Fig. 1: sizing map
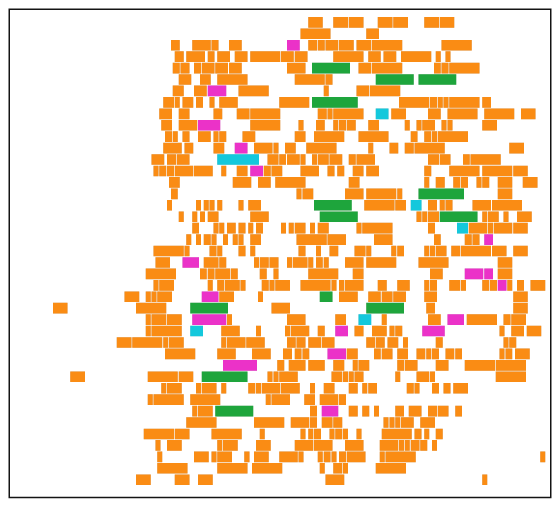
Fig. 2: clock routing
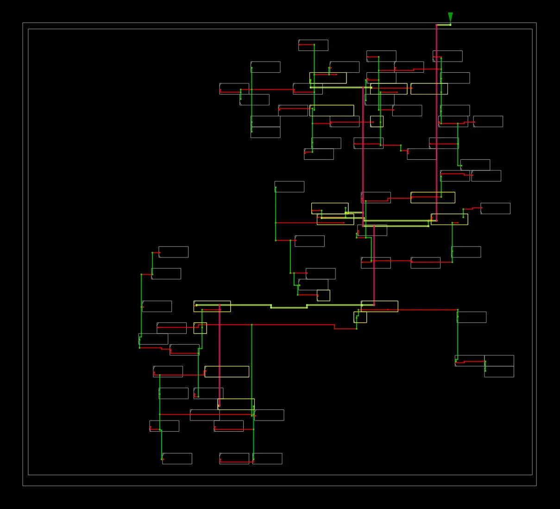
Fig. 3: placement by cell class
Scale bar: 50 um. Fill, decap, tap and diode cells in gray.
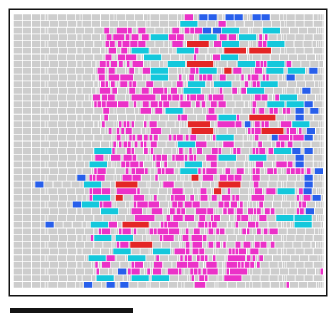
Fig. 4: M2 wires
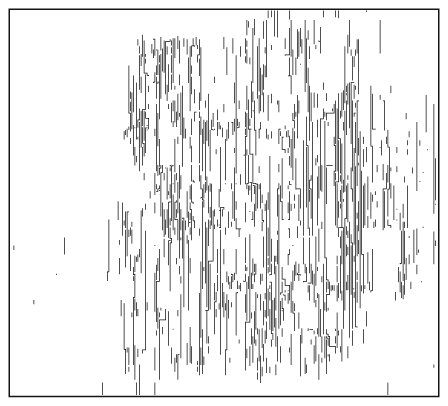
--- config.mk ---
export PLATFORM = sky130hd
export DESIGN_NAME = calc_ctrl
export DESIGN_NICKNAME = d
export VERILOG_FILES = /design/src/rtl/calc_ctrl.sv
export SDC_FILE = /design/constraint.sdc
export NUM_CORES = 1
export LEC_CHECK = 0
export CORE_ASPECT_RATIO = 0.9
export CORE_UTILIZATION = 30
export CTS_CLUSTER_DIAMETER = 200
export DETAILED_ROUTE_END_ITERATION = 6
export HOLD_SLACK_MARGIN = 0.12
export PLACE_DENSITY = 0.51
export SKIP_CTS_REPAIR_TIMING = 1
export SYNTH_ARGS = -nofsm -noshare
export SYNTH_HDL_FRONTEND = slang
export SYNTH_SLANG_ARGS = --single-unit
export TNS_END_PERCENT = 20
--- constraint.sdc ---
create_clock -name clk -period 9.4 [get_ports clk]
set_clock_uncertainty 0.2 [all_clocks]
set_input_delay 2.82 -clock clk [delete_from_list [all_inputs] [get_ports clk]]
set_output_delay 2.82 -clock clk [all_outputs]
set_load 0.02 [all_outputs]
--- src/rtl/calc_ctrl.sv ---
// rtl/calc_ctrl.sv - four-function calculator control FSM with shift-add multiplier
//
// Ports:
//   clk, rst          : clock, synchronous active-high reset
//   clr_p             : clear pulse (highest priority)
//   eq_p              : equals pulse
//   add_p/sub_p/mul_p : operator pulses
//   sw[7:0]           : operand level
//   result[15:0]      : registered result magnitude
//   neg               : result is negative (subtraction underflow)
//   ovf               : chained operand truncated
//   busy              : high while in CALC
//   done              : one-cycle completion pulse
//   state[2:0]        : IDLE=0, WAIT_B=1, CALC=2, DONE=3
//
// Optional feature: CALC_CHAIN_EN - an operator pulse in DONE reuses the
// previous result as operand A instead of sampling sw.
module calc_ctrl #(
  parameter int MUL_STEPS = 8
) (
  input  logic        clk,
  input  logic        rst,
  input  logic        clr_p,
  input  logic        add_p,
  input  logic        sub_p,
  input  logic        mul_p,
  input  logic        eq_p,
  input  logic [7:0]  sw,
  output logic [15:0] result,
  output logic        neg,
  output logic        ovf,
  output logic        busy,
  output logic        done,
  output logic [2:0]  state
);

  typedef enum logic [2:0] {
    S_IDLE   = 3'd0,
    S_WAIT_B = 3'd1,
    S_CALC   = 3'd2,
    S_DONE   = 3'd3
  } state_t;

  localparam logic [1:0] OP_ADD = 2'd0;
  localparam logic [1:0] OP_SUB = 2'd1;
  localparam logic [1:0] OP_MUL = 2'd2;

  state_t      state_q, state_d;
  logic [7:0]  a_q, a_d;
  logic [7:0]  b_q, b_d;
  logic [1:0]  op_q, op_d;
  logic [2:0]  cnt_q, cnt_d;
  logic [15:0] acc_q, acc_d;
  logic [15:0] result_q, result_d;
  logic        neg_q, neg_d;
  logic        ovf_q, ovf_d;
  logic        fin_q, fin_d;
  logic        done_q, done_d;

  logic        op_any;
  logic [1:0]  op_sel;
  logic [15:0] mul_add;

  // Operator priority: mul > sub > add.
  assign op_any = add_p | sub_p | mul_p;
  assign op_sel = mul_p ? OP_MUL : (sub_p ? OP_SUB : OP_ADD);

  // Partial product for the current multiplier bit, LSB first.
  assign mul_add = b_q[cnt_q] ? ({8'd0, a_q} << cnt_q) : 16'd0;

  always_comb begin
    state_d  = state_q;
    a_d      = a_q;
    b_d      = b_q;
    op_d     = op_q;
    cnt_d    = cnt_q;
    acc_d    = acc_q;
    result_d = result_q;
    neg_d    = neg_q;
    ovf_d    = ovf_q;
    fin_d    = 1'b0;
    done_d   = 1'b0;

    if (clr_p) begin
      state_d  = S_IDLE;
      result_d = 16'd0;
      neg_d    = 1'b0;
      ovf_d    = 1'b0;
      cnt_d    = 3'd0;
      acc_d    = 16'd0;
    end else begin
      // done trails DONE entry by one cycle so result is long settled.
      done_d = fin_q;
      case (state_q)
        S_IDLE: begin
          // eq_p outranks operators, and is itself ignored here.
          if (!eq_p && op_any) begin
            a_d     = sw;
            op_d    = op_sel;
            state_d = S_WAIT_B;
          end
        end
        S_WAIT_B: begin
          if (eq_p) begin
            b_d     = sw;
            cnt_d   = 3'd0;
            acc_d   = 16'd0;
            state_d = S_CALC;
          end else if (op_any) begin
            op_d = op_sel;
          end
        end
        S_CALC: begin
          case (op_q)
            OP_ADD: begin
              result_d = {8'd0, a_q} + {8'd0, b_q};
              neg_d    = 1'b0;
              fin_d    = 1'b1;
              state_d  = S_DONE;
            end
            OP_SUB: begin
              if (a_q >= b_q) begin
                result_d = {8'd0, a_q - b_q};
                neg_d    = 1'b0;
              end else begin
                result_d = {8'd0, b_q - a_q};
                neg_d    = 1'b1;
              end
              fin_d   = 1'b1;
              state_d = S_DONE;
            end
            default: begin
              acc_d = acc_q + mul_add;
              cnt_d = cnt_q + 3'd1;
              if (cnt_q == 3'(MUL_STEPS - 1)) begin
                result_d = acc_q + mul_add;
                neg_d    = 1'b0;
                fin_d    = 1'b1;
                state_d  = S_DONE;
              end
            end
          endcase
        end
        S_DONE: begin
          if (!eq_p && op_any) begin
            op_d    = op_sel;
            state_d = S_WAIT_B;
`ifdef CALC_CHAIN_EN
            a_d   = result_q[7:0];
            ovf_d = (|result_q[15:8]) | neg_q;
            neg_d = 1'b0;
`else
            a_d   = sw;
`endif
          end
        end
        default: state_d = S_IDLE;
      endcase
    end
  end

  always_ff @(posedge clk) begin
    if (rst) begin
      state_q  <= S_IDLE;
      a_q      <= 8'd0;
      b_q      <= 8'd0;
      op_q     <= OP_ADD;
      cnt_q    <= 3'd0;
      acc_q    <= 16'd0;
      result_q <= 16'd0;
      neg_q    <= 1'b0;
      ovf_q    <= 1'b0;
      fin_q    <= 1'b0;
      done_q   <= 1'b0;
    end else begin
      state_q  <= state_d;
      a_q      <= a_d;
      b_q      <= b_d;
      op_q     <= op_d;
      cnt_q    <= cnt_d;
      acc_q    <= acc_d;
      result_q <= result_d;
      neg_q    <= neg_d;
      ovf_q    <= ovf_d;
      fin_q    <= fin_d;
      done_q   <= done_d;
    end
  end

  assign result = result_q;
  assign neg    = neg_q;
  assign ovf    = ovf_q;
  assign busy   = (state_q == S_CALC);
  assign done   = done_q;
  assign state  = state_q;

endmodule

==> flow_metrics.py <==
# Synthesis and PnR figures
metrics = {
    "run_status": {
        "status": "completed",
    },
    "global_route": {
        "use_met2_pct": 26.9,
        "grt_max_degree": 21,
        "gr-usage-met1_pct": 23.9,
        "grt_pass1_wl_mm": 19.7,
        "grt_pass1_vias": 3700,
        "grt.busiest_layer": "met2",
        "grt.total_usage_pct": 17.2,
    },
    "worst_setup_path": {
        "critPathArrivalTime_ns": 5.24,
        "cp.depth": 6,
        "path_class": "input pin to register",
        "rrSetupSlack_ns": 5.12,
        "slowest_delay_ns": 0.84,
        "endpoint": "result[8]$_SDFFE_PP0P_",
        "r2r-end": "result[14]$_SDFFE_PP0P_",
        "ff2ff_path_depth": 12,
        "start_kind": "input pin",
        "cp.required_ns": 9.48,
    },
    "detailed_routing": {
        "avgRoutedWirePerCell_um": 16.2,
        "routed.top_layer": "met4",
        "wl_met3_um": 400,
        "ant_nets": 0,
        "drtIter0Drc": 286,
        "wl_met1_mm": 6.14,
        "dr_wl_met2_mm": 5.28,
        "first_pass_iters": 4,
        "routed_wl_mm": 12.1,
    },
    "pwr": {
        "powerClk_w": 0.000390,
        "p_sw_w": 0.000194,
        "powerComb_w": 0.0000971,
        "combPwrFrac_pct": 13.1,
        "sw_frac_of_total_pct": 26.1,
        "clkPwrFrac_pct": 52.4,
        "power_frac_seq_pct": 34.6,
        "vdd_ir_drop_max_v": 0.0000818,
        "finalPower_w": 0.000744,
    },
    "die": {
        "num_rows": 41,
        "die_x_um": 128,
        "die-area_um2": 14900,
        "die_y_um": 116,
        "ioPinCount": 38,
    },
    "logic_synthesis": {
        "ys_warn_count": 0,
        "synth_cell_types": 62,
        "ys_sh_adder_pct": 14.3,
        "synthTopCellsByCount": "nor2_1, dfxtp_1, ha_1, a21oi_1, nand2_1",
        "synth-main-ff-cell": "dfxtp_1",
        "ys_top_logic_family": "AND-OR/OR-AND gates",
        "top_area_cell": "dfxtp_1",
        "synthSimpleGateAreaFrac_pct": 16.1,
        "synth_flop_count": 58,
        "top_cell": "nor2_1",
        "synth_cells": 527,
        "area_leaders": "dfxtp_1, ha_1, nor2_1, mux2i_1, a21oi_1",
        "synth_chip_area_um2": 4320,
        "edf_count": 0,
        "ys_sh_mux_pct": 7.16,
        "ys_seq_share_pct": 26.9,
        "ys_sh_xor_pct": 3.85,
        "syn-cell-area_um2": 4320,
    },
    "finish": {
        "lay_top_count": "nor2_1",
        "finish.utilization_pct": 36.7,
        "fin_cells": 747,
        "final_cell_mix": "nor2_1, dfxtp_1, ha_1, a21oi_1, nand2_1",
    },
    "sta": {
        "hold_viol": 0,
        "setup_viol_count_final": 0,
        "rsz0062_at_grt": "false",
        "fmax_mhz": 194,
        "setup_ws_ns": 4.23,
        "slew_headroom_pct": 32.2,
        "min_period_over_period_pct": 55.0,
        "drv_slew": 0,
        "finalCriticalPeriod_ns": 5.17,
        "worstMarginPinSlew_ns": 1.01,
    },
    "placed_design": {
        "globalplace.congestion": 0.847,
        "dpl.hpwl_mm": 9.53,
        "dpl_cell_area_um2": 4800,
        "io_buffers": 35,
    },
    "worst_hold_path": {
        "holdCritPathClass": "register to register",
        "hold-path-endpoint": "done$_SDFF_PP0_",
        "hp-start": "fin_q$_SDFF_PP0_",
        "whs_path_depth": 1,
    },
    "run": {
        "max-cap-violations": 0,
    },
    "clocking": {
        "cts_max_level": 3,
        "clkTransAtPathRegs_ns": 0.06,
        "root_buffer": "clkbuf_16",
        "cts_buffer_depth": 2,
    },
}
Back to the opening pictures, Fig. 1:
[cyan] x3 and x4 | cells: 6 | share: 1.1%
[green] x6 and larger | cells: 13 | share: 2.4%
[magenta] x2 | cells: 18 | share: 3.3%
[orange] x1 and smaller | cells: 516 | share: 93%
Layout area overhead: 19.4%
Buffers, non-clock: 37
final instance area: 5150 um^2

Back to the opening pictures, Fig. 2:
Flops: 58
Clock Latency Late Sink: 0.34 ns
CTS Sinks: 58
Clock buffer cells: 9

Back to the opening pictures, Fig. 3:
[blue] remaining buffers and delay cells | cells: 37 | share of their area: 7.4%
[magenta] remaining logic cells | cells: 442 | share of their area: 62%
[cyan] registers | cells: 58 | share of their area: 24%
[red] clock drivers and dummy loads | cells: 16 | share of their area: 7.1%

Back to the opening pictures, Fig. 4:
longest straight run: 53.0 um
nets with wire on the layer: 502
wire length on this layer: 5,280 um
main direction: vertical

[worst register-to-register path, delay by kind of cell (launching register included)]
family | cells | cell delay, ns
AND-OR/OR-AND | 6 | 1.50
AND/OR/NAND/NOR | 2 | 0.24
flip-flops | 1 | 0.76
XOR/XNOR | 1 | 0.17
multiplexers | 1 | 0.61
adder cells (fa/ha/maj) | 2 | 0.69
[layout make-up]
| type | count | area (um^2) |
|---|---|---|
| diodes | 1 | 2.50 |
| clock buffers | 9 | 225 |
| clock inverters | 7 | 125 |
| fillers | 1465 | 8900 |
| inverters | 33 | 124 |
| multi-input cells | 409 | 2910 |
| flip-flops and latches | 58 | 1160 |
| well taps | 193 | 241 |
| repair buffers | 37 | 365 |
Power and IR drop assume default switching activity.
